--- src/rtl/mem_arbiter.sv ---
// mem_arbiter: shares one memory port between an instruction-fetch requester and a
// data load/store requester. Data normally wins arbitration; a fetch that has lost
// MAX_WAIT consecutive arbitrations is forced to win the next one.
//
// Ports:
//   clk, rst                   clock, asynchronous active-high reset
//   if_req/if_addr             fetch request (held until if_gnt)
//   if_gnt/if_rvalid/if_rdata  fetch grant, one-cycle response pulse, fetched word
//   d_req/d_we/d_addr/d_wdata  data request (held until d_gnt)
//   d_gnt/d_rvalid/d_rdata     data grant, one-cycle response pulse, load data
//   mem_req/mem_we/mem_addr/mem_wdata/mem_ready/mem_rdata  shared memory port
//   busy                       an access is in flight
module mem_arbiter #(
    parameter int unsigned AW       = 32,
    parameter int unsigned DW       = 32,
    parameter int unsigned MAX_WAIT = 4
) (
    input  logic          clk,
    input  logic          rst,

    input  logic          if_req,
    input  logic [AW-1:0] if_addr,
    output logic          if_gnt,
    output logic          if_rvalid,
    output logic [DW-1:0] if_rdata,

    input  logic          d_req,
    input  logic          d_we,
    input  logic [AW-1:0] d_addr,
    input  logic [DW-1:0] d_wdata,
    output logic          d_gnt,
    output logic          d_rvalid,
    output logic [DW-1:0] d_rdata,

    output logic          mem_req,
    output logic          mem_we,
    output logic [AW-1:0] mem_addr,
    output logic [DW-1:0] mem_wdata,
    input  logic          mem_ready,
    input  logic [DW-1:0] mem_rdata,

    output logic          busy
);

    typedef enum logic [1:0] {StIdle, StIfAcc, StDAcc} state_e;

    localparam logic [3:0] MaxWait = 4'(MAX_WAIT);

    state_e        state_q;
    logic [3:0]    starve_q;
    logic          mem_req_q;
    logic          mem_we_q;
    logic [AW-1:0] mem_addr_q;
    logic [DW-1:0] mem_wdata_q;
    logic          if_rvalid_q;
    logic          d_rvalid_q;
    logic [DW-1:0] if_rdata_q;
    logic [DW-1:0] d_rdata_q;

    logic idle;
    logic starved;

    assign idle    = (state_q == StIdle);
    assign starved = (starve_q == MaxWait);

    // A starved fetch overrides data priority; otherwise data wins any tie.
    assign if_gnt = idle & if_req & (starved | ~d_req);
    assign d_gnt  = idle & d_req & ~(starved & if_req);
    assign busy   = ~idle;

    assign mem_req   = mem_req_q;
    assign mem_we    = mem_we_q;
    assign mem_addr  = mem_addr_q;
    assign mem_wdata = mem_wdata_q;
    assign if_rvalid = if_rvalid_q;
    assign d_rvalid  = d_rvalid_q;
    assign if_rdata  = if_rdata_q;
    assign d_rdata   = d_rdata_q;

    always_ff @(posedge clk or posedge rst) begin
        if (rst) begin
            state_q     <= StIdle;
            starve_q    <= 4'd0;
            mem_req_q   <= 1'b0;
            mem_we_q    <= 1'b0;
            mem_addr_q  <= '0;
            mem_wdata_q <= '0;
            if_rvalid_q <= 1'b0;
            d_rvalid_q  <= 1'b0;
            if_rdata_q  <= '0;
            d_rdata_q   <= '0;
        end else begin
            // Response strobes are single-cycle pulses.
            if_rvalid_q <= 1'b0;
            d_rvalid_q  <= 1'b0;
            unique case (state_q)
                StIdle: begin
                    if (if_gnt) begin
                        state_q    <= StIfAcc;
                        mem_req_q  <= 1'b1;
                        mem_we_q   <= 1'b0;
                        mem_addr_q <= if_addr;
                        starve_q   <= 4'd0;
                    end else if (d_gnt) begin
                        state_q     <= StDAcc;
                        mem_req_q   <= 1'b1;
                        mem_we_q    <= d_we;
                        mem_addr_q  <= d_addr;
                        mem_wdata_q <= d_wdata;
                        // A waiting fetch just lost another arbitration.
                        if (!if_req) begin
                            starve_q <= 4'd0;
                        end else if (starve_q < MaxWait) begin
                            starve_q <= starve_q + 4'd1;
                        end
                    end else if (!if_req) begin
                        starve_q <= 4'd0;
                    end
                end
                StIfAcc: begin
                    if (mem_ready) begin
                        state_q     <= StIdle;
                        mem_req_q   <= 1'b0;
                        if_rvalid_q <= 1'b1;
                        if_rdata_q  <= mem_rdata;
                    end
                end
                StDAcc: begin
                    if (mem_ready) begin
                        state_q    <= StIdle;
                        mem_req_q  <= 1'b0;
                        d_rvalid_q <= 1'b1;
                        // Stores complete without touching the load data register.
                        if (!mem_we_q) begin
                            d_rdata_q <= mem_rdata;
                        end
                    end
                end
                default: begin
                    state_q   <= StIdle;
                    mem_req_q <= 1'b0;
                end
            endcase
        end
    end

endmodule
--- config.mk ---
export PLATFORM = sky130hd
export DESIGN_NAME = mem_arbiter
export DESIGN_NICKNAME = d
export VERILOG_FILES = /design/src/rtl/mem_arbiter.sv
export SDC_FILE = /design/constraint.sdc
export NUM_CORES = 1
export LEC_CHECK = 0
export ABC_CLOCK_PERIOD_IN_PS = 13300
export CAP_MARGIN = 0
export CORE_MARGIN = 3
export CORE_UTILIZATION = 44
export CTS_BUF_LIST = sky130_fd_sc_hd__clkbuf_4 sky130_fd_sc_hd__clkbuf_8 sky130_fd_sc_hd__clkbuf_16
export CTS_CLUSTER_SIZE = 20
export DETAILED_ROUTE_END_ITERATION = 16
export PLACE_DENSITY = 0.86
export SYNTH_ARGS = -nofsm -noshare
export SYNTH_HDL_FRONTEND = slang
export SYNTH_SLANG_ARGS = --single-unit
--- constraint.sdc ---
create_clock -name clk -period 13.3 [get_ports clk]
set_clock_uncertainty 0.05 [all_clocks]
set_input_delay 2.66 -clock clk [delete_from_list [all_inputs] [get_ports clk]]
set_output_delay 2.66 -clock clk [all_outputs]
set_load 0.05 [all_outputs]
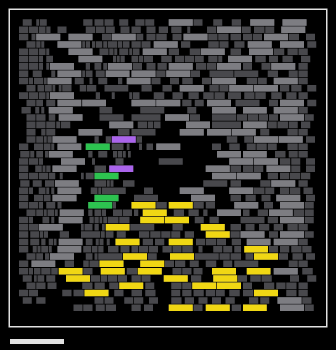
Run 1: where the registers sit
Scale bar: 20 um.
- `state_q`: purple (flops 2)
- `starve_q`: green (flops 4)
- `mem_wdata`: yellow (flops 32)
- not colored: 100
seq pwr: 0.741 mW
Reg area: 0.00345 mm^2
final core utilization: 0.736
flop share of the area: 0.389

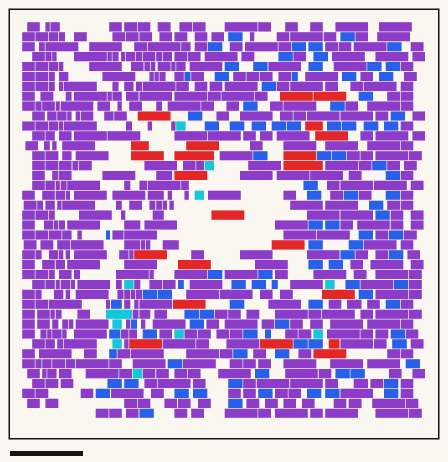
Run 1: cells by drive strength
Scale bar: 20 um.
- x6 and larger: red (cells 22)
- x2: blue (cells 104)
- x1 and smaller: purple (cells 548)
- x3 and x4: cyan (cells 11)
Non-CTS buffers: 274
final worst slack: 5.41 ns
fin area: 0.00888 mm^2
Area Overhead vs Synth: 62.2%

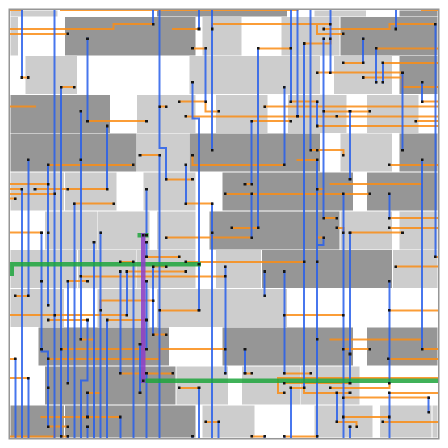
Run 1: layout detail
Window x 73 to 103, y 14 to 44 um. Cells in gray, sequential cells in the stronger gray; small squares are vias.
- M2: blue
- M3: green
- M4: purple
- M1: orange
- netlist names of flops here include: `mem_wdata` (8), `d_rdata` (4), `if_rdata` (2)
- sequential cells in the window: 14
- cells with their middle in the window: 47
- most frequent: clkdlybuf4s50_1 (16), dfrtp_1 (14), mux2_2 (9)

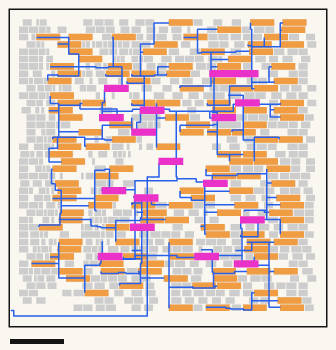
Run 1: clock network drawn from the DEF
Scale bar: 20 um.
- clock-net drivers: magenta (count 17)
- clock wires: blue (length 1650 um)
- flip-flops: orange (count 138)
- routed clock nets: 18
Clk power: 0.454 mW
Clock power frac: 0.162
clk latency late pin: 0.40 ns

==> impl_metrics.yaml, run 1 <==
# synthesis and place-and-route metrics
synthesis:
  top_area_cell: "dfrtp_1"
  ys.flop_type: "dfrtp_1"
  ys_area_mm2: 0.00547
  aoi_share: 0.0638
  synth_area_per_cell_um2: 13.6
  ys_top_logic_family: "multiplexers"
  synth_warnings: 0
  synthCells: 403
  topCellsByArea: "dfrtp_1 (63%), mux2_2 (19%), a22oi_1 (4.4%), nand3_1 (3.1%), nand2_1 (2.5%)"
  ys_cells: 403
die:
  dieWidth_um: 118
  chipHeight_um: 118
  chipArea_mm2: 0.0138
setup_path:
  reg2reg_to: "mem_addr[2]"
  critPathTopFamily: "buffers and inverters"
  ff2ff_path_depth: 6
  path_cells: "clkdlybuf4s50_1 > and2_1 > o21ai_2 > buf_4 > inv_2 > clkdlybuf4s50_1"
  r2r_slack_ns: 10.78
  crit_fanout: 35
  path_depth: 6
  end_kind: "output port"
layout:
  fin_nets: 812
  comb_cells: 230
  final-nonclk-buf-share: 0.307
power_and_ir_drop:
  pg_comb_mw: 1.61
  ir_drop_uv: 174
  total_power_mw: 2.80
  p_seq_frac: 0.265
  power_switching_share: 0.468
  top_power_group: "combinational logic"
clock_network:
  hold_buffers: 0
  htree_levels: 4
  clk_path_buf_depth: 2
  clkTransAtPathRegs_ns: 0.06
  cts_tree: "built"
route:
  ant_nets: 0
  remaining_drc_errors: 0
placement:
  dp_slack_ns: 5.42
  dp_cells: 822
final_timing:
  max_slew_margin: 0.134
  max_freq_mhz: 127
  setup_viol: 0
status:
  status: "completed"
grt:
  grt_pass1_wl_um: 24100
  grt_use_total: 0.219
worst_hold_path:
  holdPathEnd: "mem_wdata[26]"
job:
  warning_count: 29
Run 1, clock nets:
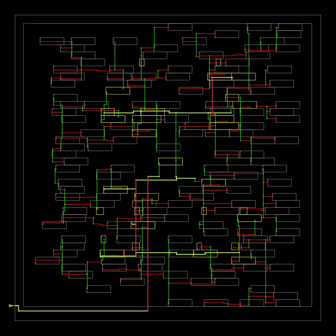

==> run 2, diff against run 1 <==
==> config.mk (replaced) <==
export PLATFORM = sky130hd
export DESIGN_NAME = mem_arbiter
export DESIGN_NICKNAME = d
export VERILOG_FILES = /design/src/rtl/mem_arbiter.sv
export SDC_FILE = /design/constraint.sdc
export NUM_CORES = 1
export LEC_CHECK = 0
export ABC_CLOCK_PERIOD_IN_PS = 7100
export CAP_MARGIN = 0
export CORE_MARGIN = 3
export CORE_UTILIZATION = 37
export CTS_BUF_LIST = sky130_fd_sc_hd__clkbuf_4 sky130_fd_sc_hd__clkbuf_8 sky130_fd_sc_hd__clkbuf_16
export CTS_CLUSTER_SIZE = 20
export DETAILED_ROUTE_END_ITERATION = 16
export PLACE_DENSITY = 0.77
export SYNTH_ARGS = -nofsm -noshare
export SYNTH_HDL_FRONTEND = slang
export SYNTH_SLANG_ARGS = --single-unit
==> constraint.sdc (replaced) <==
create_clock -name clk -period 7.1 [get_ports clk]
set_clock_uncertainty 0.05 [all_clocks]
set_input_delay 1.42 -clock clk [delete_from_list [all_inputs] [get_ports clk]]
set_output_delay 1.42 -clock clk [all_outputs]
set_load 0.05 [all_outputs]
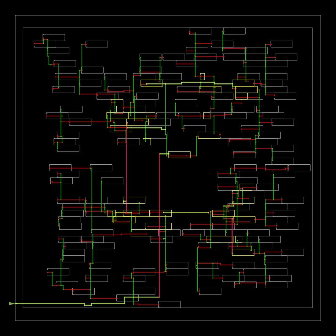
Run 2: clock nets
clk sink count: 138
sequential cell count: 138
CTS buffer count: 17

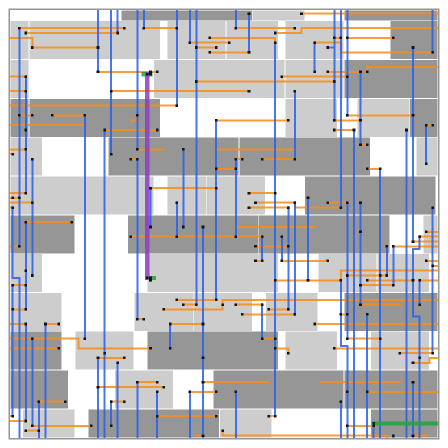
Run 2: layout detail
Window x 81 to 111, y 17 to 47 um. Cells in gray, sequential cells in the stronger gray; small squares are vias.
- M2: blue
- M4: purple
- M1: orange
- M3: green
- sequential cells in the window: 13
- netlist names of flops here include: `mem_wdata` (8), `d_rdata` (3), `if_rdata` (2)
- cells with their middle in the window: 39
- most frequent: dfrtp_1 (13), mux2_2 (12), clkdlybuf4s50_1 (9)

==> run 2 against run 1 <==
Die size up 18%. Sequential power up 89%. Final area up 0.92%. Global-route usage down 3.1 points. Area after synthesis unchanged. Power up 91%. Critical path type unchanged. Critical endpoint unchanged. Largest cell class unchanged.
==> impl_metrics.yaml, run 2 <==
# synthesis and place-and-route metrics
status:
  status: "completed"
power_and_ir_drop:
  total_power_mw: 5.35
  top_power_group: "combinational logic"
  p_seq_frac: 0.261
  power_switching_share: 0.463
  pg_comb_mw: 3.01
setup_path:
  crit_fanout: 35
  end_kind: "output port"
  path_depth: 6
  reg2reg_to: "mem_we"
  critPathTopFamily: "buffers and inverters"
synthesis:
  ys_top_logic_family: "multiplexers"
  topCellsByArea: "dfrtp_1 (63%), mux2_2 (19%), a22oi_1 (4.4%), nand3_1 (3.1%), nand2_1 (2.5%)"
  synthCells: 403
  aoi_share: 0.0638
  ys_area_mm2: 0.00547
  synth_warnings: 0
  ys_cells: 403
grt:
  grt_use_total: 0.188
  grt_pass1_wl_um: 24100
placement:
  dp_slack_ns: 1.65
clock_network:
  cts_tree: "built"
  clk_path_buf_depth: 2
  insertion_delay_ns: 0.40
  clkTransAtPathRegs_ns: 0.05
job:
  warning_count: 29
layout:
  area_growth_pct: 63.7
  seq_share: 0.385
  fin_nets: 812
  final_util: 0.633
  fin_area_mm2: 0.00896
final_timing:
  max_slew_margin: 0.153
  max_freq_mhz: 183
route:
  remaining_drc_errors: 0
  ant_nets: 0
worst_hold_path:
  holdPathEnd: "mem_we"
die:
  chipArea_mm2: 0.0163
Run 2, clock network drawn from the DEF:
Scale bar: 50 um.
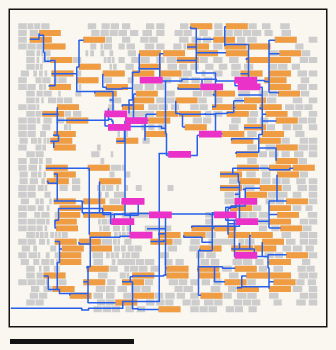

==> run 3, diff against run 2 <==
==> config.mk (replaced) <==
export PLATFORM = sky130hd
export DESIGN_NAME = mem_arbiter
export DESIGN_NICKNAME = d
export VERILOG_FILES = /design/src/rtl/mem_arbiter.sv
export SDC_FILE = /design/constraint.sdc
export NUM_CORES = 1
export LEC_CHECK = 0
export ABC_CLOCK_PERIOD_IN_PS = 5300
export CAP_MARGIN = 0
export CORE_MARGIN = 3
export CORE_UTILIZATION = 41
export CTS_BUF_LIST = sky130_fd_sc_hd__clkbuf_4 sky130_fd_sc_hd__clkbuf_8 sky130_fd_sc_hd__clkbuf_16
export CTS_CLUSTER_SIZE = 20
export DETAILED_ROUTE_END_ITERATION = 16
export PLACE_DENSITY = 0.81
export SYNTH_ARGS = -nofsm -noshare
export SYNTH_HDL_FRONTEND = slang
export SYNTH_SLANG_ARGS = --single-unit
==> constraint.sdc (replaced) <==
create_clock -name clk -period 5.3 [get_ports clk]
set_clock_uncertainty 0.05 [all_clocks]
set_input_delay 1.06 -clock clk [delete_from_list [all_inputs] [get_ports clk]]
set_output_delay 1.06 -clock clk [all_outputs]
set_load 0.05 [all_outputs]
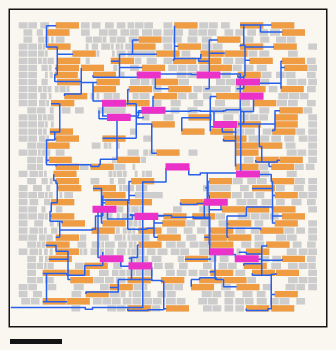
Run 3: clock network drawn from the DEF
Scale bar: 20 um.
- flip-flops: orange (count 138)
- clock wires: blue (length 1620 um)
- clock-net drivers: magenta (count 17)
- routed clock nets: 18
clk latency late pin: 0.41 ns
Clock power frac: 0.187
Clk power: 1.35 mW

==> run 3 against run 2 <==
Via count fell by 0.42%. Sequential cell count did not move. Register-to-register slack got worse by 1.6 ns. Critical endpoint unchanged. Worst setup slack got worse by 0.47 ns. Non-clock buffer count rose by 2. Critical path depth did not move. Combinational power rose by 34%. Largest cell class unchanged. Clock-buffer cell count did not move.
==> impl_metrics.yaml, run 3 <==
# synthesis and place-and-route metrics
synthesis:
  synthCells: 403
  synth_warnings: 0
  ys_top_logic_family: "multiplexers"
  synth_area_per_cell_um2: 13.6
layout:
  comb_cells: 230
  seq_share: 0.383
  fin_nets: 814
clock_network:
  cts_inserted_buffers: 17
  clk_path_buf_depth: 2
power_and_ir_drop:
  power_switching_share: 0.456
  ir_drop_uv: 387
  top_power_group: "combinational logic"
setup_path:
  ff2ff_path_depth: 6
  path_cells: "clkdlybuf4s50_1 > and2_1 > o21ai_2 > buf_4 > inv_2 > buf_4"
  end_kind: "output port"
  r2r_slack_ns: 3.00
  reg2reg_to: "mem_wdata[23]"
final_timing:
  worst_slack_ns: 1.17
  setup_viol: 0
placement:
  dp_slack_ns: 1.21
route:
  remaining_drc_errors: 0
job:
  warning_count: 29
status:
  status: "completed"
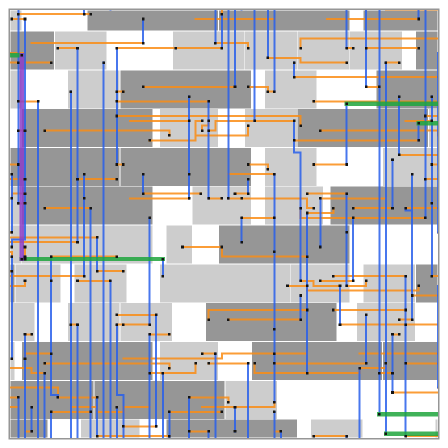
Run 3: layout detail
Window x 76 to 106, y 15 to 45 um. Cells in gray, sequential cells in the stronger gray; small squares are vias.
- M2: blue
- M1: orange
- M4: purple
- M3: green
- cells with their middle in the window: 41
- most frequent: dfrtp_1 (16), clkdlybuf4s50_1 (13), mux2_2 (7)
- netlist names of flops here include: `if_rdata` (6), `d_rdata` (5), `mem_wdata` (5)
- sequential cells in the window: 16

Power and IR drop assume default switching activity.
